$ cat src/rtl/pe_feeder_pkg.sv
// Shared types and default sizing for the PE row feeder.
package pe_feeder_pkg;

  localparam int DEF_W     = 8;
  localparam int DEF_N     = 4;
  localparam int DEF_CNT_W = 16;

  typedef enum logic [2:0] {
    IDLE,
    WAIT_W,
    LOAD,
    STREAM,
    DRAIN
  } feeder_state_t;

  typedef logic [DEF_W-1:0] operand_t;

endpackage

$ cat src/rtl/skew_delay_line.sv
// Fixed-depth shift register carrying {vld,data} for one lane of the skewed activation stream.
module skew_delay_line #(
  parameter int W     = 8,
  parameter int DEPTH = 1
) (
  input  logic         clk,
  input  logic         rst_n,
  input  logic [W-1:0] data_i,
  input  logic         vld_i,
  output logic [W-1:0] data_o,
  output logic         vld_o
);

  logic [W:0] stage_q [DEPTH];

  always_ff @(posedge clk or negedge rst_n) begin
    if (!rst_n) begin
      for (int unsigned k = 0; k < DEPTH; k++) stage_q[k] <= '0;
    end else begin
      stage_q[0] <= {vld_i, data_i};
      for (int unsigned k = 1; k < DEPTH; k++) stage_q[k] <= stage_q[k-1];
    end
  end

  assign {vld_o, data_o} = stage_q[DEPTH-1];

endmodule

$ cat src/rtl/pe_row_feeder.sv
// PE row feeder: loads stationary weights, streams diagonally skewed activations, drains the skew.
// Optional FEEDER_STALL_CNT_EN adds a saturating count of STREAM cycles without a_valid.
module pe_row_feeder
  import pe_feeder_pkg::*;
#(
  parameter int W     = DEF_W,
  parameter int N     = DEF_N,
  parameter int CNT_W = DEF_CNT_W
) (
  input  logic             clk,
  input  logic             rst_n,
  input  logic             start,
  input  logic [N*W-1:0]   w_data,
  input  logic             w_valid,
  output logic             w_ready,
  input  logic [N*W-1:0]   a_data,
  input  logic             a_valid,
  input  logic             a_last,
  output logic             a_ready,
  output logic [N*W-1:0]   pe_b,
  output logic [N-1:0]     pe_stat,
  output logic [N*W-1:0]   pe_a,
  output logic [N-1:0]     pe_a_vld,
  output logic             busy,
  output logic             done,
  output logic [CNT_W-1:0] beats
`ifdef FEEDER_STALL_CNT_EN
  ,
  output logic [CNT_W-1:0] stalls
`endif
);

  localparam int DW = $clog2(N);
  localparam logic [DW-1:0] DRAIN_LAST = DW'(N - 2);

  feeder_state_t    state_q, state_d;
  logic [DW-1:0]    drain_q, drain_d;
  logic             done_q, done_d;
  logic [N*W-1:0]   w_q;
  logic [CNT_W-1:0] beats_q;
  logic             job_start;
  logic             accept;

  assign job_start = (state_q == IDLE) && start;
  assign accept    = (state_q == STREAM) && a_valid;

  always_comb begin
    state_d = state_q;
    drain_d = drain_q;
    done_d  = 1'b0;
    case (state_q)
      IDLE:    if (start) state_d = WAIT_W;
      WAIT_W:  if (w_valid) state_d = LOAD;
      LOAD:    state_d = STREAM;
      STREAM: begin
        if (a_valid && a_last) begin
          state_d = DRAIN;
          drain_d = '0;
        end
      end
      // done is registered so it coincides with the last lane's final valid beat
      DRAIN: begin
        if (drain_q == DRAIN_LAST) begin
          state_d = IDLE;
          done_d  = 1'b1;
        end else begin
          drain_d = drain_q + 1'b1;
        end
      end
      default: state_d = IDLE;
    endcase
  end

  always_ff @(posedge clk or negedge rst_n) begin
    if (!rst_n) begin
      state_q <= IDLE;
      drain_q <= '0;
      done_q  <= 1'b0;
      w_q     <= '0;
      beats_q <= '0;
    end else begin
      state_q <= state_d;
      drain_q <= drain_d;
      done_q  <= done_d;
      if ((state_q == WAIT_W) && w_valid) w_q <= w_data;
      if (job_start) beats_q <= '0;
      else if (accept && (beats_q != '1)) beats_q <= beats_q + 1'b1;
    end
  end

`ifdef FEEDER_STALL_CNT_EN
  logic [CNT_W-1:0] stalls_q;

  always_ff @(posedge clk or negedge rst_n) begin
    if (!rst_n) stalls_q <= '0;
    else if (job_start) stalls_q <= '0;
    else if ((state_q == STREAM) && !a_valid && (stalls_q != '1)) stalls_q <= stalls_q + 1'b1;
  end

  assign stalls = stalls_q;
`endif

  assign w_ready = (state_q == WAIT_W);
  assign a_ready = (state_q == STREAM);
  assign busy    = (state_q != IDLE);
  assign done    = done_q;
  assign beats   = beats_q;
  assign pe_b    = w_q;
  assign pe_stat = {N{state_q == LOAD}};

  // Lane i has depth i+1: the stage-0 register plus i cycles of skew.
  for (genvar i = 0; i < N; i++) begin : g_lane
    skew_delay_line #(
      .W    (W),
      .DEPTH(i + 1)
    ) u_lane (
      .clk   (clk),
      .rst_n (rst_n),
      .data_i(accept ? a_data[i*W +: W] : '0),
      .vld_i (accept),
      .data_o(pe_a[i*W +: W]),
      .vld_o (pe_a_vld[i])
    );
  end

endmodule

$ cat config.mk
export PLATFORM = sky130hd
export DESIGN_NAME = pe_row_feeder
export DESIGN_NICKNAME = d
export VERILOG_FILES = /design/src/rtl/pe_feeder_pkg.sv /design/src/rtl/skew_delay_line.sv /design/src/rtl/pe_row_feeder.sv
export SDC_FILE = /design/constraint.sdc
export NUM_CORES = 1
export LEC_CHECK = 0
export CAP_MARGIN = 30
export CORE_ASPECT_RATIO = 0.75
export CORE_MARGIN = 8
export CORE_UTILIZATION = 46
export DETAILED_ROUTE_END_ITERATION = 10
export PLACE_DENSITY_LB_ADDON = 0.08
export SYNTH_ARGS = -nofsm -noshare
export SYNTH_HDL_FRONTEND = slang
export SYNTH_SLANG_ARGS = --single-unit
$ cat constraint.sdc
create_clock -name clk -period 2.5 [get_ports clk]
set_clock_uncertainty 0.15 [all_clocks]
set_input_delay 0.375 -clock clk [delete_from_list [all_inputs] [get_ports clk]]
set_output_delay 0.375 -clock clk [all_outputs]
set_load 0.02 [all_outputs]
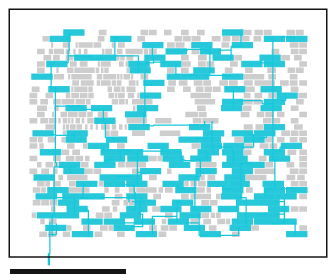
Fig. 1. Wires at chosen ports, followed through buffers (run 1).
Scale bar: 50 um.
port	color	bits	direction	end cells	buffers	wire
`rst_n`	cyan	1	input	138	4	923 um
Port Buffer Count: 161
io pins: 162

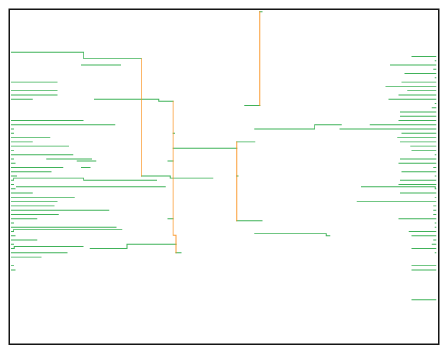
Fig. 2. Signal wires by layer (run 1).
Two of the layers only.
layer	color	wire length
M3	green	1,200 um
M4	orange	142 um

==> summary.txt, run 1 <==
flow finished, numbers: outcome finished, final reports clean, CTS tree yes, commonest non-fill, non-tap cell in the layout clkdlybuf4s50_1, GRT overflow 0, Critical Path Slowest Stage Cell clkdlybuf4s50_1, drt total wl 10,200 um, Yosys reg bits ~140, DRT Pass-1 Iters 4, sequential share of the synthesized area approximately 70%, f_max 0.418 GHz, ys flop type dfrtp_1, TritonCTS Buffers 17, Nets about 560, CP peak stage delay 0.57 ns, CP Capture Type output pin, WHS Path Cells 0, largest net degree at the start of global routing slightly above 60, pre-CTS WS approximately 0.29 ns, critical path startpoint category register, distinct lib cells ~43, Root Buffer clkbuf_16, fin crit share between 90% and 100%, fraction of layout cells with a size suffix above 1 between 15 and 20%, drt initial violations 190, unrepaired setup endpoints after global routing no, DR DRC count 0, CP Depth 2, Pint 5.32 mW, Seq pwr share 38.4%, Mapped Avg Cell Area 14.6 um^2, Floorplan Nets roughly 410, synthesized instance count approximately 340, count of library flops with an enable pin 0, Design Area, Final between 0.007 and 0.008 mm^2, Core ar. 0.0108 mm^2, Net Sw Power ~2.5 mW, Clock Power Share a little under a third, placed cell count 604, Area leader share between 60% and 70%, Top Layout Cells 158 x clkdlybuf4s50_1, 138 x dfrtp_1, 33 x and2_1, 33 x mux2_2, 19 x nor2_1, final worst setup slack ~0.11 ns, Least-Margin Pin Slew roughly 0.51 ns, vias in the first global route ~3,100, Die Height between 100 and 150 um, H-Tree Depth 4, final hold vios 0, r2r setup slk around 0.48 ns
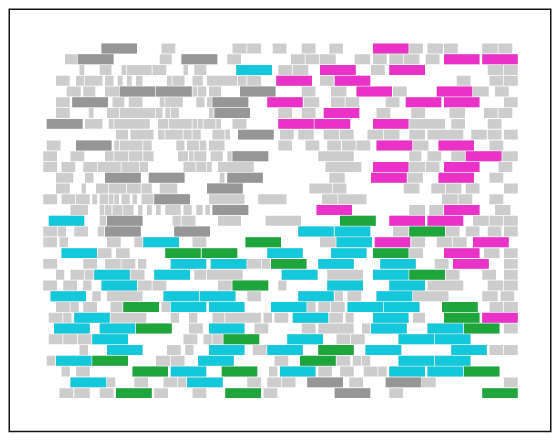
Fig. 3. Sequential cells colored by netlist name (run 1).
Other sequential cells in the stronger gray, the rest of the logic in the fainter gray.
signal	color	flops
`g_lane.u_lane.stage_q`	cyan	57
`pe_b`	magenta	32
`g_lane.u_lane.data_o`	green	24
not colored	25
Util after Layout: 66.4%
sequential cell area share: 48.3%
Reg area: 0.00345 mm^2
seq pwr: 2.99 mW

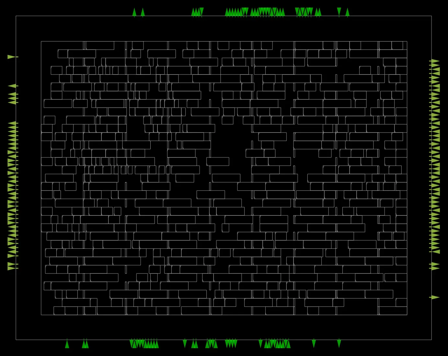
Fig. 4. Cell outlines without signal wires (run 1).
flop count: 138
number of fill cells: 795
FP Rows: 33

==> run 1: cell type report <==
| type | count | area [um^2] | share of cell area [%] |
|---|---|---|---|
| clock buffer | 17 | 425 | 5.95 |
| clock inverter | 15 | 174 | 2.43 |
| inverter | 4 | 15.0 | 0.210 |
| multi-input combinational | 155 | 1210 | 16.9 |
| sequential | 138 | 3450 | 48.3 |
| tap | 140 | 175 | 2.45 |
| timing repair buffer | 168 | 1700 | 23.7 |
==> run 1: worst max-delay path by stage <==
stage	start	to
final	state_q[0]	busy
after global placement	a_valid	beats[11]
after detailed placement	a_valid	beats[9]
after CTS	state_q[2]	pe_stat[2]
after global routing	state_q[2]	pe_stat[2]
after floorplan	state_q[1]	pe_b[10]
==> run 1: power groups by stage <==
stage / clock (mW) / combinational (mW) / sequential (mW)
floorplan: 0 / 0.986 / 3.35
global placement: 0 / 2.36 / 3.01
detailed placement: 0 / 2.38 / 3.04
CTS: 2.52 / 2.40 / 3.00
global route: 2.62 / 2.51 / 3.07
finish: 2.46 / 2.35 / 2.99
==> run 1: per-layer routing <==
metal | track usage, % | wire, um | vias up
met4 | 5.47 | 141 | 0
li1 | - | - | 1397
met1 | 17.9 | 4300 | 1432
met5 | 0 | 0 | -
met2 | 22.0 | 4610 | 117
met3 | 8.11 | 1200 | 15
==> run 1: what timing repair did <==
item,in CTS,in global routing
endpoints found under the setup margin,4,4
hold buffers,1,0
gates resized,1,2
setup buffers,0,0
hold endpoints to repair,52,0
==> run 1: cell usage after synthesis, drive strengths merged (3+ instances only) <==
cell type and n:
and2 33, nand2 10, and3 4, clkbuf 5
nand4 7, inv 4, xor2 8, nor4 3
buf 40, dfrtp 138, mux2 33, xnor2 5
nand3 4, nor2 21, a21oi 3
==> run 1: registers in the layout, indices dropped and copies added, names as in the netlist <==
name	flops
g_lane.u_lane.stage_q	57
pe_b	32
g_lane.u_lane.data_o	24
beats	16
g_lane.u_lane.vld_o	3
state_q	3
drain_q	2
done	1
==> run 1: cell families after synthesis <==
| family | synth area share [%] |
|---|---|
| xor gates and xnor gates | 2.28 |
| adders and majority gates | 0.501 |
| AOI/OAI and AO/OA | 2.25 |
| buffers and inverters | 6.78 |
| DFF | 69.1 |
| muxes | 7.83 |
| and+or+nand+nor | 11.3 |
Fig. 5: run 1, metal 2
Scale bar: 50 um.
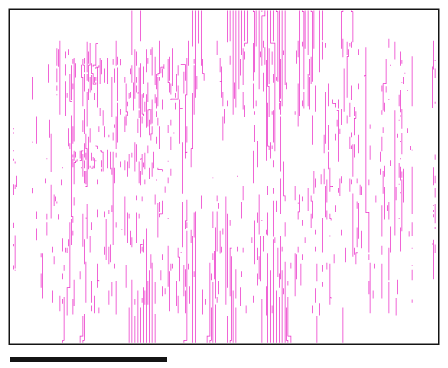

==> run 2, diff against run 1 <==
--- a/config.mk
+++ b/config.mk
@@ -5,7 +5,6 @@
 export SDC_FILE = /design/constraint.sdc
 export NUM_CORES = 1
 export LEC_CHECK = 0
-export CAP_MARGIN = 30
 export CORE_ASPECT_RATIO = 0.75
 export CORE_MARGIN = 8
 export CORE_UTILIZATION = 46
==> constraint.sdc (replaced) <==
create_clock -name clk -period 2.5 [get_ports clk]
set_clock_uncertainty 0.15 [all_clocks]
set_input_delay 0.375 -clock clk [delete_from_list [all_inputs] [get_ports clk]]
set_output_delay 0.375 -clock clk [all_outputs]
set_load 0.005 [all_outputs]
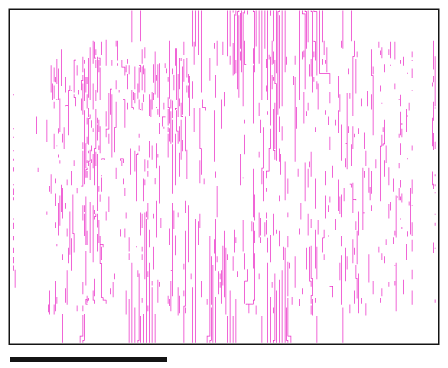
Fig. 6. Metal 2 (run 2).
Scale bar: 50 um.
share of all routed wire	46%
wire length on this layer	4,640 um
main direction	vertical
longest straight run	39.3 um
nets with wire on the layer	485

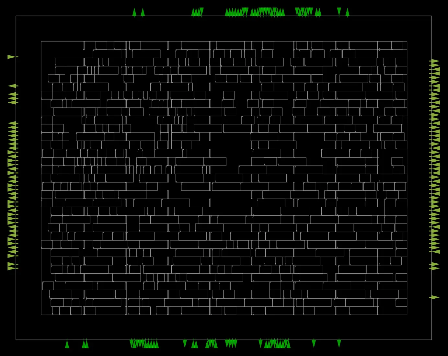
Fig. 7. Cell outlines without signal wires (run 2).
sequential cell area share: 48.3%
Tap Cells: 140
Util after Layout: 66.4%
number of fill cells: 754

==> run 2 against run 1 <==
Power down 5.3%. Combinational power down 22%. Critical path depth unchanged. Hold slack worse by 0.0058 ns. Largest power group unchanged.
==> summary.txt, run 2 <==
flow finished, numbers: outcome finished, final reports clean (unchanged), XOR Share, Synth 2.28% (unchanged), routing usage on met2 22.3% (was 22.0%), distinct lib cells 43 (unchanged), vias in the first global route 3,182 (was 3,057), GR Layer Usage met3 7.59% (was 8.11%), critical path startpoint category register (unchanged), Logic area 0.00121 mm^2 (unchanged), fraction of layout cells with a size suffix above 1 16.7% (was 17.1%), final hold vios 0 (unchanged), Largest logic family simple AND/OR/NAND/NOR gates (unchanged), drt initial violations 160 (was 190), drt total wl 10,200 um (about the same), final worst setup slack 0.207 ns (was 0.109 ns), top-count cell post-synth dfrtp_1 (unchanged), WHS Path Cells 0 (unchanged), Design Area, Final 0.00715 mm^2 (about the same), CP Capture Type output pin (unchanged), synthesized instance count 342 (unchanged), Simple Share, Synth 11.3% (unchanged), GRT overflow 0 (unchanged), Reg area 0.00345 mm^2 (unchanged), Yosys reg bits 138 (unchanged), sequential share of the synthesized area 69.1% (unchanged), postcts setup bufs 0 (unchanged), count of library flops with an enable pin 0 (unchanged), DR DRC count 0 (unchanged), Core ar. 0.0108 mm^2 (unchanged), Adders+Majority by Area 0.501% (unchanged), mux frac, synth 7.83% (unchanged), Floorplan Nets 414 (unchanged), ao+oa area frac 2.25% (unchanged), pre-CTS WS 0.281 ns (was 0.286 ns), register name with the most flops g_lane.u_lane.stage_q (unchanged), DRT Pass-1 Iters 4 (unchanged), Die Height 106 um (unchanged), io pins 162 (unchanged), Nets 555 (was 556), f_max 0.436 GHz (was 0.418 GHz), Critical Path Slowest Stage Cell dfrtp_1 (was clkdlybuf4s50_1), GR Layer Usage met1 18.0% (was 17.9%), placed cell count 603 (was 604), max FFs per register 57 (unchanged), Area leader share 69.1% (unchanged), unrepaired setup endpoints after global routing no (unchanged), r2r setup slk 0.44 ns (was 0.48 ns)
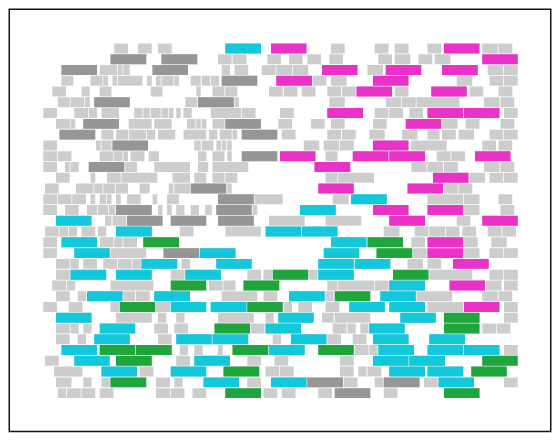
Fig. 8. Sequential cells colored by netlist name (run 2).
Other sequential cells in the stronger gray, the rest of the logic in the fainter gray.
seq pwr: 3.00 mW

[run 2: cell families after synthesis]
group / count (synthesis)
mux: 35
compound gates: 13
flops: 138
simple gates: 92
xor+xnor: 13
fa+ha+maj: 2
buf+inv: 49
[run 2: report_power, final]
part           internal, mW  switching, mW  total (mW)
logic                  1.22          0.612        1.83
clock network          1.59          0.966        2.56
registers              2.74          0.259        3.00
[run 2: worst max path at each step]
stage / start / endpoint / slack [ns]
4_1_cts: state_q[2] / pe_stat[1] / 0.04
2_1_floorplan: beats[0] / beats[1] / 0.65
5_1_grt: state_q[0] / w_ready / 0.05
6_report: state_q[0] / busy / 0.21
3_5_place_dp: a_valid / beats[15] / 0.28
3_3_place_gp: a_valid / beats[4] / 0.35
[run 2: per-layer routing]
layer	share of wire [%]	routed length, um
met5	0	0
met4	0.95	97
met3	10	1040
met2	46	4640
met1	43	4410
[run 2: layout make-up]
class                           instances  area share, %
Clock buffer                           18           6.00
Multi-Input combinational cell        155           16.9
Tap cell                              140           2.45
Sequential cell                       138           48.3
Inverter                                4          0.210
Timing Repair Buffer                  167           23.6
Clock inverter                         14           2.59
[run 2: critical path, delay by kind of cell (launching register included)]
kind	cells	cell delay, ns
simple gates	1	0.42
flops	1	0.47
buf+inv	1	0.47
[run 2: what timing repair did]
| item | 4_1_cts | 5_1_grt |
|---|---|---|
| hold buffers | 1 | 0 |
| resized | 0 | 1 |
| endpoints found under the setup margin | 0 | 4 |
| endpoints found under the hold margin | 138 | 0 |
Power is estimated from default activity; no workload was simulated.
